**Run 1: cell area per tile**

Scale: 2 px per um. The die is cut into 20 by 20 equal tiles; black is low, pale yellow is high, 0 to 100% covered.
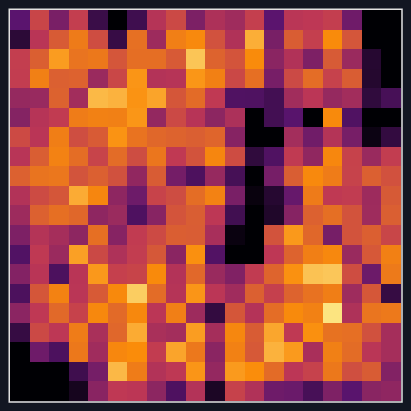
**Run 1: met2 routing**

Scale: 2 px per um.
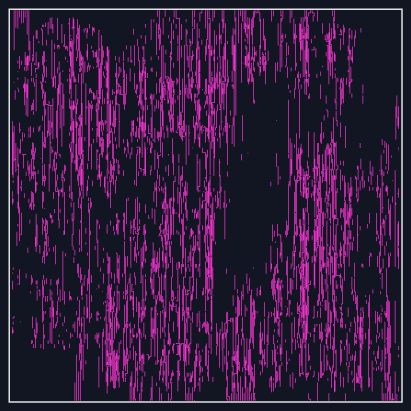
**Run 1: supply network**

Scale: 2 px per um. Pins as bars on the die edge.
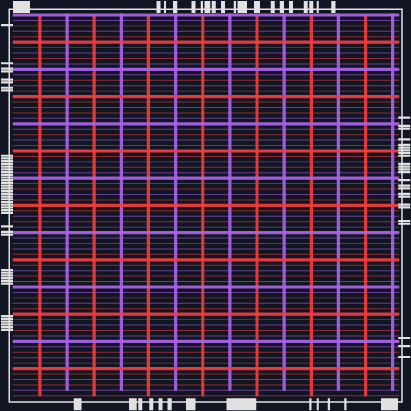
Design px_median5, sky130hd; sources not shown.
==> impl_metrics.env, run 1 <==
# implementation run metrics
export IMPL_drt_wirelength_per_cell_um=15.7
export IMPL_track_usage=0.194
export IMPL_path_class="reg -> reg"
export IMPL_worst_slew_pin_slew_ps=957
export IMPL_comb_power_share=0.066
export IMPL_outcome="finished, final reports clean"
export IMPL_setup_tns_ps=0
export IMPL_ys_cells=1681
export IMPL_h_tree_depth=3
export IMPL_nFillCells=3423
export IMPL_grt_overflow=0
export IMPL_hpwl_mm=26.7
export IMPL_drive_above_1_share=0.0802
export IMPL_finalSetupViolCount=0
export IMPL_cap_violations=0
export IMPL_synth_nets=1956
export IMPL_clock_latency_ps=560
export IMPL_cts_hold_buf=0
export IMPL_end_kind="flop"
export IMPL_first_global_vias=12300
export IMPL_ff_type="dfxtp_1"
export IMPL_fin_crit_sh=0.437
Notes on 'cell area per tile' above:
- emptiest ninth of the die: north-east
- nearly empty tiles: 6.2%
- fullest tile: 94%
- tiles over 75% full: 8.5%
- mean over tiles: 49%
core footprint: 0.0368 sq mm
Core Util, Final: 0.526

Notes on 'met2 routing' above:
- wire length on this layer: 17000 um
- nets with wire on the layer: 1725
- longest straight run: 56.8 um
- main direction: vertical
- share of all routed wire: 46%
total wire length: 36.8 mm
met2 GRT Util: 0.322
vias post-DR: 12400

Notes on 'supply network' above:
- VDD: purple
- VSS: red
- met1 rails: 71
- rows: 70
- met5 straps: 14
die width: 196 um
peak supply drop: 0.0989 mV
Die Y: 196 um

-- run 1: critical path: stages (launching register included) --
cell and delay (ps):
dfxtp_1 350, inv_1 60, ha_1 290, and4_1 210, o21ai_1 110, o21ai_2 500
o21ai_0 250, ha_1 370, nand4_1 150, a21oi_1 300, o21a_1 190, a2bb2oi_2 440
mux2i_1 360, ha_1 300, a21oi_1 140, nor2b_1 50, o21ai_0 170, o211ai_1 210
a21oi_4 320, nand2_4 120, o221ai_1 200
-- run 1: metal layers --
metal  vias to the layer above  global-route usage  wire (um)  share of wire
met4                         0              0.0741       1050          0.029
met3                        66              0.0420       1400          0.038
met2                       207               0.322      17000           0.46
li1                       6343                   -          -              -
met1                      5734               0.245      17300           0.47
met5                         -                   0          0              0
-- run 1: power by group through the flow --
| stage | Sequential (W) | Clock, W | Combinational (W) |
|---|---|---|---|
| 5_1_grt | 0.000842 | 0.00196 | 0.000212 |
| 6_report | 0.000843 | 0.00188 | 0.000192 |
| 2_1_floorplan | 0.000856 | 0 | 0.000120 |
| 4_1_cts | 0.000843 | 0.00191 | 0.000194 |
| 3_5_place_dp | 0.000857 | 0 | 0.000193 |
| 3_3_place_gp | 0.000857 | 0 | 0.000190 |
-- run 1: per-stage QoR --
step	utilization	total power, W	setup WS [ps]	std cells
3_5_place_dp	0.460	0.00105	6740	2229
2_1_floorplan	-	0.000976	7600	1681
3_3_place_gp	0.460	0.00105	6800	2229
6_report	0.526	0.00291	6700	2351
4_1_cts	0.525	0.00294	6710	2350
5_1_grt	0.526	0.00301	6220	2351
-- run 1: cells by family (layout without fill, tap and decap cells) --
group / after synthesis / in the layout / synth area share
AOI/OAI and AO/OA: 531 / 531 / 0.212
and+or+nand+nor: 263 / 263 / 0.101
DFF: 249 / 249 / 0.332
muxes: 244 / 244 / 0.165
buffers and inverters: 239 / 441 / 0.0622
adders and majority gates: 151 / 151 / 0.126
xor gates and xnor gates: 4 / 4 / 0.00234
-- run 1: synthesized netlist by cell type, types with 4 or more instances --
library cell | n | area [sq um]
clkbuf_1 | 80 | 300
a211o_1 | 6 | 52.6
or4_1 | 4 | 30.0
inv_1 | 145 | 544
nor2b_1 | 53 | 332
nand3b_1 | 24 | 180
o31ai_1 | 4 | 30.0
buf_2 | 7 | 35.0
mux2_1 | 15 | 169
nand2b_1 | 29 | 181
o211ai_1 | 6 | 45.0
dfxtp_1 | 249 | 4980
o21ai_1 | 33 | 165
nor4_1 | 5 | 31.3
mux2_2 | 6 | 67.6
nand3_1 | 20 | 100
o21a_1 | 30 | 225
nand2_1 | 66 | 248
ha_1 | 151 | 1890
o41a_1 | 12 | 135
a21o_1 | 15 | 113
o21ai_0 | 203 | 1020
mux2i_1 | 223 | 2230
and2_1 | 20 | 125
nand4_1 | 10 | 62.6
nor2_1 | 11 | 41.3
o221ai_1 | 6 | 52.6
a21oi_1 | 186 | 931
-- run 1: layout make-up --
cell class	instances	area [sq um]	share of cell area
repair buffers	172	1730	0.0892
clock inverters	28	409	0.0212
clock buffers	93	1990	0.103
multi-input cells	1193	9090	0.470
inverters	148	556	0.0287
flip-flops and latches	249	4980	0.258
well taps	468	586	0.0303
**Run 1: clock wiring as the flow saved it**

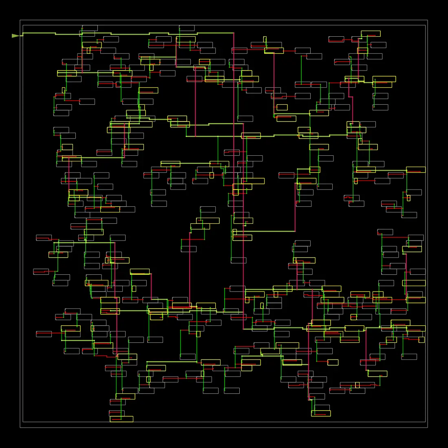

==> run 2, diff against run 1 <==
clock period = 5.2 ns   (was 11.9 ns; I/O delays follow)
**Run 2: clock wiring as the flow saved it**

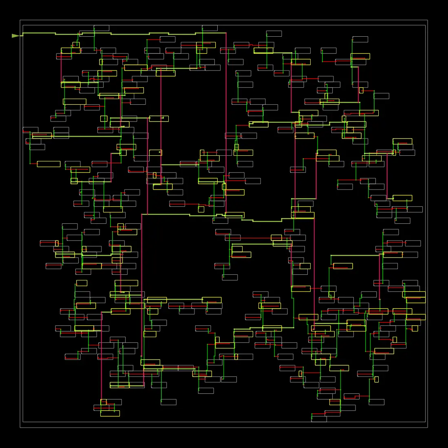
clk ins delay skew pair: 570 ps
Num CTS Buffers: 68

**Run 2: supply network**

Scale: 2 px per um. Pins as bars on the die edge.
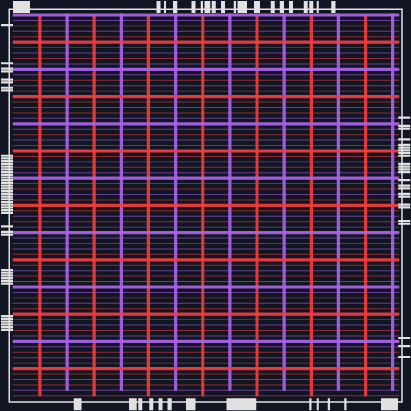
- VSS: red
- VDD: purple
- met1 rails: 71
- met4 straps: 14
- rows: 70
- signal pins: 166
- met5 straps: 14
peak supply drop: 0.236 mV

==> impl_metrics.env, run 2 <==
# implementation run metrics
export IMPL_fin_crit_sh=0.928
export IMPL_setup_slack_ps=376
export IMPL_yosysTopAreaCellShare=0.332
export IMPL_seq_area_sq_mm=0.00498
export IMPL_path_class="reg -> reg"
export IMPL_outcome="finished, final reports clean"
export IMPL_path_cells="inv_1 -> ha_1 -> a211o_1 -> a21oi_1 -> o21ai_4 -> nand2_1 -> o21ai_0 -> ha_1 -> nand4_1 -> a21oi_1 -> o21a_1 -> a2bb2oi_4 -> mux2i_1 -> ha_1 -> a21oi_1 -> nor2b_1 -> o21ai_0 -> o211ai_1 -> a21oi_4 -> nand2_4 -> o221ai_1"
export IMPL_h_tree_depth=3
export IMPL_netlist_top_cells_area="dfxtp_1 33%, mux2i_1 15%, ha_1 13%"
export IMPL_drt_wirelength_per_cell_um=15.3
export IMPL_top_cells_by_count="249 x dfxtp_1, 223 x mux2i_1, 203 x o21ai_0, 186 x a21oi_1, 151 x ha_1"
export IMPL_drt_wl_total_mm=36.0
export IMPL_grt_overflow=0
export IMPL_ff_type="dfxtp_1"
export IMPL_cap_violations=0
export IMPL_setup_tns_ps=0
export IMPL_end_kind="flop"
export IMPL_finalSetupViolCount=0
export IMPL_fp_coreArea_sq_mm=0.0368
export IMPL_post_synth_top_count_cell="dfxtp_1"
export IMPL_drive_above_1_share=0.0824
export IMPL_slowest_delay_ps=360
export IMPL_worst_slew_pin_slew_ps=937
export IMPL_slowest_stage="mux2i_1"
export IMPL_place_ws_ps=250
export IMPL_synth_nets=1956
export IMPL_vias=12400
**Run 2: routed clock nets over the placement**

Scale: 1.5 px per um.
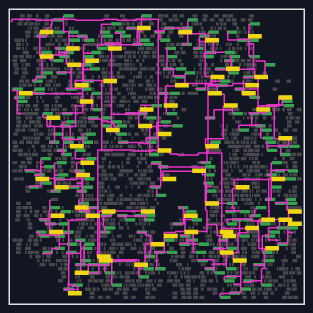
- flip-flops: green (count 249)
- clock wires: magenta (length 4130 um)
- clock-net drivers: yellow (count 68)
- flops lie: widely spread
- routed clock nets: 69
proportion of power drawn by the clock network: 0.636
Final Skew: 20.2 ps
Clk. pwr: 0.00413 W

run 2: cell count changes in the layout (fill, tap and decap cells not counted), sizes merged:
cell / delta
clkbuf: -5
buf: +1
clkinvlp: +1
bufinv: -2
inv: +2
clkinv: +1
run 2: kinds of logic after synthesis:
group / share of synthesized area
flops: 0.332
fa+ha+maj: 0.126
compound gates: 0.212
simple gates: 0.101
xor+xnor: 0.00234
mux: 0.165
buf+inv: 0.0622
run 2: cell type report:
type	count	share of cell area
multi-input cells	1193	0.474
flip-flops and latches	249	0.258
clock buffers	88	0.100
repair buffers	173	0.0893
well taps	468	0.0303
inverters	148	0.0288
clock inverters	30	0.0198
run 2: power by group through the flow:
stage | clock, W | combinational, W | sequential, W
global placement | 0 | 0.000433 | 0.00196
floorplan | 0 | 0.000274 | 0.00196
global route | 0.00434 | 0.000484 | 0.00193
CTS | 0.00422 | 0.000441 | 0.00193
finish | 0.00413 | 0.000438 | 0.00193
detailed placement | 0 | 0.000439 | 0.00196
run 2: worst max-delay path, delay by kind of cell (launching register included):
kind / cells / cell delay (ps)
adder cells (fa/ha/maj): 3 / 950
AND/OR/NAND/NOR: 4 / 380
flip-flops: 1 / 350
multiplexers: 1 / 360
buffers and inverters: 1 / 60
AND-OR/OR-AND: 12 / 2630
run 2: stage by stage:
stage / hold slack [ps] / utilization / cell area, sq um / std cells / power [W]
floorplan: 412 / - / 15000 / 1681 / 0.00223
global placement: 417 / 0.461 / 16900 / 2231 / 0.00239
detailed placement: 417 / 0.461 / 16900 / 2231 / 0.00240
CTS: 445 / 0.523 / 19300 / 2349 / 0.00659
global route: 453 / 0.525 / 19300 / 2349 / 0.00675
finish: 436 / 0.525 / 19300 / 2349 / 0.00650
run 2: repair_timing:
item	CTS	global route
resized	0	9
hold buffers	0	0
setup endpoints to repair	0	22
run 2: metal layers:
layer,up-vias,GRT usage,wire [um]
met5,-,0,0
met1,5773,0.243,17100
met2,201,0.310,16500
met3,69,0.0347,1260
met4,0,0.0901,1120
li1,6338,-,-
Power and IR drop assume default switching activity.
